<file path="src/rtl/priority_encoder_16x4_q.sv">
// priority_encoder_16x4_q: registered 16-to-4 priority encoder with request capture and valid/ready output
module priority_encoder_16x4_q #(
  parameter int N       = 16,
  parameter int CW      = 4,
  parameter int HI_PRIO = 1
) (
  input  logic                       clk,
  input  logic                       rst_n,
  input  logic                       en,
  input  logic [N-1:0]               req,
  output logic [CW-1:0]              code,
  output logic                       valid,
  input  logic                       ready,
  output logic [N-1:0]               pending,
  output logic [$clog2(N+1)-1:0]     pend_cnt,
  output logic                       ovf
);
  localparam int PW = $clog2(N+1);
  logic            acc;
  logic [N-1:0]    clr, sel_vec, nxt_pend;
  logic [PW-1:0]   nxt_cnt;
  logic [CW-1:0]   nxt_code;
  // later iterations overwrite earlier ones, so scan order decides the winner
  always_comb begin
    acc      = valid && ready;
    clr      = acc ? N'(1) << code : '0;
    sel_vec  = pending & ~clr;
    nxt_pend = sel_vec | (en ? req : '0);
    nxt_code = '0;
    nxt_cnt  = '0;
    for (int i = 0; i < N; i++) begin
      if (HI_PRIO != 0 ? sel_vec[i] : sel_vec[N-1-i])
        nxt_code = HI_PRIO != 0 ? CW'(i) : CW'(N-1-i);
      nxt_cnt = nxt_cnt + PW'(nxt_pend[i]);
    end
  end
  always_ff @(posedge clk) begin
    if (!rst_n) begin
      pending  <= '0;
      pend_cnt <= '0;
      code     <= '0;
      valid    <= 1'b0;
      ovf      <= 1'b0;
    end else begin
      pending  <= nxt_pend;
      pend_cnt <= nxt_cnt;
      ovf      <= ovf | (en && |(req & sel_vec));
      if (!valid || acc) begin
        valid <= |sel_vec;
        code  <= nxt_code;
      end
    end
  end
endmodule

</file>
<file path="config.mk">
export PLATFORM = sky130hd
export DESIGN_NAME = priority_encoder_16x4_q
export DESIGN_NICKNAME = d
export VERILOG_FILES = /design/src/rtl/priority_encoder_16x4_q.sv
export SDC_FILE = /design/constraint.sdc
export NUM_CORES = 1
export LEC_CHECK = 0
export ABC_AREA = 1
export CAP_MARGIN = 20
export CORE_UTILIZATION = 45
export DETAILED_ROUTE_END_ITERATION = 16
export PLACE_DENSITY = 0.84
export SLEW_MARGIN = 30
export SYNTH_ARGS = -nofsm -noshare
export SYNTH_HDL_FRONTEND = slang
export SYNTH_SLANG_ARGS = --single-unit
export TNS_END_PERCENT = 30
</file>
<file path="constraint.sdc">
create_clock -name clk -period 8.15 [get_ports clk]
set_clock_uncertainty 0.15 [all_clocks]
set_input_delay 2.445 -clock clk [delete_from_list [all_inputs] [get_ports clk]]
set_output_delay 2.445 -clock clk [all_outputs]
set_load 0.01 [all_outputs]
</file>
Run 1, the clock network:
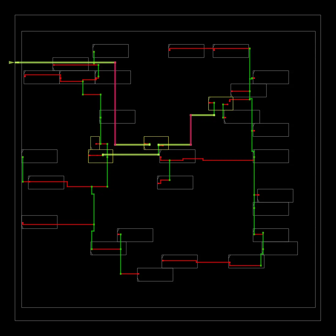
clk pwr: 78.5 uW
clock buf count: 3

Run 1, where the registers sit:
The bar under the picture is 20 um long. Other sequential cells in the stronger gray, the rest of the logic in the fainter gray.
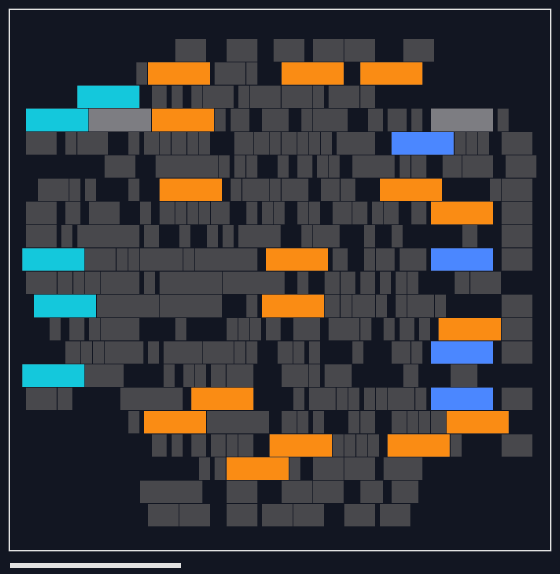
Key: blue = code [flops 4]; cyan = pend_cnt [flops 5]; orange = pending [flops 16]
Another 2 sequential cells are not colored.

Run 1, metal layers overlaid:
Only two layers are drawn.
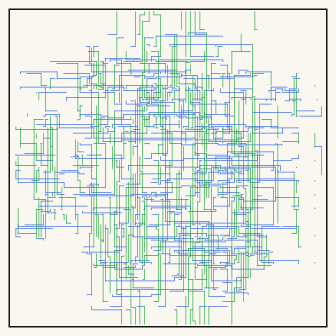
Key: green = metal 2 [wire length 2130 um]; blue = metal 1 [wire length 1870 um]

==> run 1: power groups by stage <==
stage	Sequential [mW]	Clock, mW	Combinational, mW
floorplan	0.170	0	0.154
global placement	0.163	0	0.235
detailed placement	0.163	0	0.247
CTS	0.160	0.0788	0.249
global route	0.162	0.0838	0.284
finish	0.161	0.0785	0.246
==> run 1: synth_stat cells (3+ instances only) <==
library cell / number / share of area, %
o21ai_0: 5 / 1.5
o21ai_2: 8 / 4.2
ha_1: 5 / 3.7
inv_1: 33 / 7.3
nand3_1: 6 / 1.8
nor2_1: 12 / 2.7
dfxtp_1: 27 / 32
o21ai_1: 6 / 1.8
nand2_1: 58 / 13
a221oi_1: 4 / 2.1
inv_2: 8 / 1.8
a21oi_1: 23 / 6.8
fa_1: 10 / 12
nor2_2: 3 / 1.1
clkbuf_1: 4 / 0.89
==> run notes, run 1 <==
flow finished, numbers: top flop regs pending x16, pend_cnt x5, code x4, register area ~540 um2, sw frac just under 40%, ys async rst share 0%, max reg flops 16, hold path depth 2, tap cells around 46, Commonest flop dfxtp_1, aoi share around 20%, Via Count about 1700, CTS tree done, post-route DRC violation count 0, Ys Warns 0, Top Layout Cells 58 x nand2_1, 46 x clkdlybuf4s50_1, 33 x inv_1, Final Critical Period 6.72 ns, first-pass GRT wire length around 7200 um, Top reg by flops pending, port bufs between 40 and 50, initial antenna violation count 0, endpoints failing hold 0, number of max-cap violations 0, area of the core ~3500 um2, xor+xnor area frac 0%, Num CTS Buffers 3, Min-Delay Path Class flop to flop, P_sw about 190 uW, DIE WIDTH roughly 63 um, Cell Type Count 26, fmax around 0.15 GHz, status finished clean, Seq share, synth 32.1%, Non-clock buffers 46, Met2 Routed Length 2130 um, Critical Path End pend_cnt[2], ant diodes 0, Post-synth EDFFs 0, initial DRC count about 120, FILL cells around 300, I/O pins approximately 47, worst reg2reg path depth 16, # H-tree levels 1, logic share of the area between 40 and 50%, transition time of the tightest slew-check pin ~0.66 ns, crit path DAT between 6 and 7 ns, clk latency late pin 0.28 ns, RSZ-0062 raised after global routing false, Placement Setup Slack around 1.2 ns, max incr delay on CP about 0.56 ns, crit-path most repeated cell fa_1, crit path DRT between 8 and 9 ns, Slew headroom between 50% and 60%, CTS max path bufs 2, Area Overhead vs Synth 32.6%, CP top delay family adder cells, post-layout period usage 82.5%, Clk pin slew, worst setup/hold paths around 0.090 ns, RR Startpoint code[0], DR WL/cell 13.4 um, post-route setup TNS 0 ns, GR Layer Usage met2 around two fifths, Mapped Avg Cell Area 7.42 um2, maximum vdd ir drop ~0.00023 V, # Cells Yosys between 200 and 250, non-filler cells, final approximately 320, WS Path Type input pin to flop, Hold WS 0.319 ns, GRT met1 Usage between 20% and 30%, CP max-delay cell fa_1, most crowded layer after global routing met2, net count after synthesis about 260, Clock Power Share between 10% and 20%, iteration tally of the first detailed-router pass 4, mi-comb count 155, final slew viol count 0, post-cts gate resize count 0, P per Cell Area between 200 and 250 nW/um2, Yosys reg bits 27, # placed instances 315, ClkCell Share approximately 2.1%, Pwr Total 485 uW, Worst Hold Launch ovf, part of the power in combinational logic about 51%, DRT met1 WL 1870 um, Logic area between 900 and 1000 um2, RePlAce Congestion 0.931, Inverters, non-clock 41, Setup Buffers After CTS 0, Design Area, Final around 2200 um2, largest net degree at the start of global routing 21, dpl hpwl 3450 um, Worst setup EP type flop, total die size 3990 um2, adder share about 16%, vertical die size 63.2 um, clock root buffer clkbuf_8, Overflow after GRT 0, critical path launch point type input pin, # setup viols final 0, Synth Instances around 230, max layer used met4, Global Route Usage Sum between 20% and 30%, yosys stat chip area around 1700 um2, Mux area share 0%, met3 Resource Use GR between 4 and 5%, dpl cell area 2190 um2, Hold Buf Count CTS 0, crit path from ready, RR Endpoint pend_cnt[2], tool warnings 26, Total Routed Length about 4300 um, Buf/Inv on CP 5, crit-path cells clkdlybuf4s50_1 -> nand3_2 -> o21ai_1 -> nand2_1 -> fa_1 -> inv_1 -> fa_1 -> fa_1 -> inv_1 -> fa_1 -> ha_1 -> inv_1 -> fa_1 -> nor2_1 -> inv_1 -> nand2_1 -> a21oi_1, Final WS setup between 1 and 1.5 ns, Static Leakage between 1 and 1.5 nW, Seq/total area roughly a quarter, worst hold path endpoint ovf, row cnt 21, sequential power share between 30% and 40%, vias in the first global route around 1700
==> run 1 -> run 2 <==
clock period = 6.2 ns   (was 8.15 ns; I/O delays follow)
Run 2, the clock network:
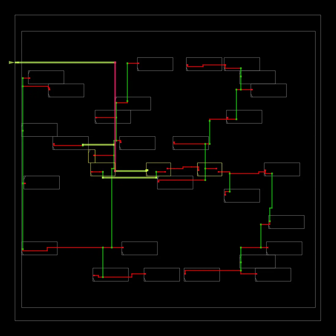
clk latency late pin: 0.27 ns
clock buf count: 4

==> run notes, run 2 <==
flow finished, numbers: crit-path most repeated cell fa_1 (unchanged), dpl cell area 2240 um2 (was 2190 um2), RSZ-0062 raised after global routing false (unchanged), Synth area leaders dfxtp_1 32%, nand2_1 13%, fa_1 12% (unchanged), P per Cell Area 285 nW/um2 (was 217 nW/um2), adder share 15.6% (unchanged), Slew headroom 55.3% (was 55.7%), Area leader share 32.1% (unchanged), clk pwr 102 uW (was 78.5 uW), Min-Delay Path Class flop to flop (unchanged), # Cells Yosys 227 (unchanged), Global Route Usage Sum 24.3% (was 23.1%), Area Overhead vs Synth 35.6% (was 32.6%), dpl hpwl 3550 um (was 3450 um), hold path depth 2 (unchanged), endpoints failing hold 0 (unchanged), crit path DAT 6.01 ns (was 6.75 ns), Final Core Density 65.9% (was 64.4%), Internal Power 396 uW (was 295 uW), Clock Power Share 15.6% (was 16.2%), Mapped Avg Cell Area 7.42 um2 (unchanged), port bufs 46 (unchanged), I/O pins 47 (unchanged), Comb. pwr 339 uW (was 246 uW), RR Startpoint code[0] (unchanged), Routed Antenna Nets 0 (unchanged), Setup Buffers After CTS 0 (unchanged), Layout Nets 316 (was 309), post-route setup TNS 0 ns (unchanged), Overflow after GRT 0 (unchanged), number of max-cap violations 0 (unchanged), register area 541 um2 (unchanged), DIE WIDTH 63.2 um (unchanged), ys async rst share 0% (unchanged), yosys stat chip area 1690 um2 (unchanged), Placement Setup Slack 0.00816 ns (was 1.16 ns), post-cts gate resize count 0 (unchanged), # placed instances 322 (was 315), fp_density 48.6% (unchanged), net count after synthesis 262 (unchanged), P_seq 211 uW (was 161 uW), Final WS setup 0.215 ns (was 1.43 ns), iteration tally of the first detailed-router pass 4 (unchanged), Commonest cells post-synth 58 x nand2_1, 33 x inv_1, 27 x dfxtp_1, 23 x a21oi_1, 12 x nor2_1 (unchanged), first-pass GRT wire length 7600 um (was 7250 um), Via Count 1754 (was 1654), # setup viols final 0 (unchanged), Commonest flop dfxtp_1 (unchanged), top flop regs pending x16, pend_cnt x5, code x4 (unchanged), vias in the first global route 1688 (was 1683), maximum vdd ir drop 0.000324 V (was 0.000231 V), WS Path Type input pin to flop (unchanged), Hold WS 0.319 ns (about the same), non-filler cells, final 326 (was 319), Worst Hold Launch ovf (unchanged), sequential power share 32.4% (was 33.1%), area leader, netlist dfxtp_1 (unchanged), Design Area, Final 2290 um2 (was 2230 um2), total die size 3990 um2 (unchanged), RePlAce Congestion 0.923 (was 0.931), Cell Type Count 26 (unchanged), CP max-delay cell clkdlybuf4s50_1 (was fa_1), final slew viol count 0 (unchanged), Yosys reg bits 27 (unchanged), worst reg2reg path depth 16 (unchanged), area of the core 3470 um2 (unchanged), P_sw 257 uW (was 190 uW), post-layout period usage around 97%, Buf/Inv on CP 5 (unchanged), drt via density 5.38 (was 5.18), max reg flops 16 (unchanged), crit path DRT 6.22 ns (was 8.17 ns), Seq share, synth 32.1% (unchanged), row cnt 21 (unchanged), Top reg by flops pending (unchanged), DR WL/cell 13.9 um (was 13.4 um), CTS tree done (unchanged), largest net degree at the start of global routing 21 (unchanged), Total Routed Length 4530 um (was 4270 um), Mux area share 0% (unchanged), aoi share 19.7% (unchanged), Hold Buf Count CTS 0 (unchanged), clock root buffer clkbuf_8 (unchanged), Final Critical Period between 5 and 6 ns, sw frac 39.3% (was 39.2%), initial DRC count 85 (was 119), status finished clean (unchanged), Synth top cell by count nand2_1 (unchanged), Clk pin slew, worst setup/hold paths 0.09 ns (about the same), xor+xnor area frac 0% (unchanged), CTS sink count 27 (unchanged), Static Leakage 1.09 nW (was 1.07 nW), Largest logic family simple AND/OR/NAND/NOR gates (unchanged), tool warnings 26 (unchanged), Ys Warns 0 (unchanged), Logic area 976 um2 (unchanged), crit-path cells clkdlybuf4s50_1 -> nand3_2 -> o21ai_1 -> nand2_1 -> fa_1 -> inv_1 -> fa_1 -> fa_1 -> inv_1 -> fa_1 -> ha_1 -> inv_1 -> fa_1 -> nor2_1 -> inv_1 -> nand2_1 -> a21oi_1 (unchanged), CTS max path bufs 2 (unchanged), # H-tree levels 1 (unchanged), part of the power in combinational logic 52.0% (was 50.7%), Post-synth EDFFs 0 (unchanged), initial antenna violation count 0 (unchanged), critical path launch point type input pin (unchanged), Pwr top combinational logic (unchanged), reg-to-reg setup timing slack 1.86 ns (was 3.65 ns), ant diodes 0 (unchanged), transition time of the tightest slew-check pin 0.670 ns (was 0.663 ns), Num CTS Buffers 3 (unchanged), max incr delay on CP 0.52 ns (was 0.56 ns), Top Layout Cells 58 x nand2_1, 46 x clkdlybuf4s50_1, 33 x inv_1 (unchanged), synthesized area 1690 um2 (unchanged), vertical die size 63.2 um (unchanged), CP top delay family adder cells (unchanged), worst hold path endpoint ovf (unchanged), Pwr Total 652 uW (was 485 uW), fmax between 0.15 and 0.2 GHz, post-route DRC violation count 0 (unchanged), Synth Instances 227 (unchanged), FILL cells 325 (was 302), Worst setup EP type flop (unchanged), RR Endpoint pend_cnt[2] (unchanged)
Run 2, metal layers overlaid:
Only two layers are drawn.
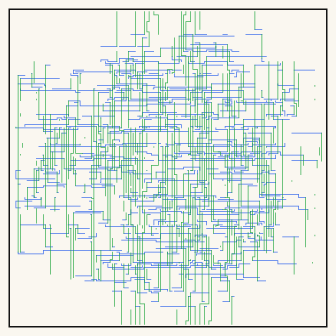
Key: blue = metal 1 [wire length 1830 um]; green = metal 2 [wire length 2170 um]

run 2: cell type report:
type,count,share of cell area [%]
Multi-Input combinational cell,155,42.7
Sequential cell,27,23.6
Timing Repair Buffer,53,22.4
Inverter,41,6.73
Tap cell,46,2.52
Clock buffer,4,1.97
run 2: how the worst max path moves through the flow:
stage	cells after the start	endpoint	start	slack [ns]
after floorplan	16	pend_cnt[2]	ready	0.65
after global placement	19	pend_cnt[2]	ready	0.08
after detailed placement	19	pend_cnt[2]	ready	0.008
after CTS	19	pend_cnt[2]	ready	0.25
after global routing	17	pend_cnt[2]	ready	0.04
final	17	pend_cnt[2]	ready	0.21
run 2: layer usage:
metal,vias to the layer above,GRT usage [%],share of wire (%)
met5,-,0,0
met4,0,11.4,4.6
met3,26,5.25,6.9
met2,83,40.1,48
met1,797,30.0,41
li1,848,-,-
Power is estimated from default activity; no workload was simulated.
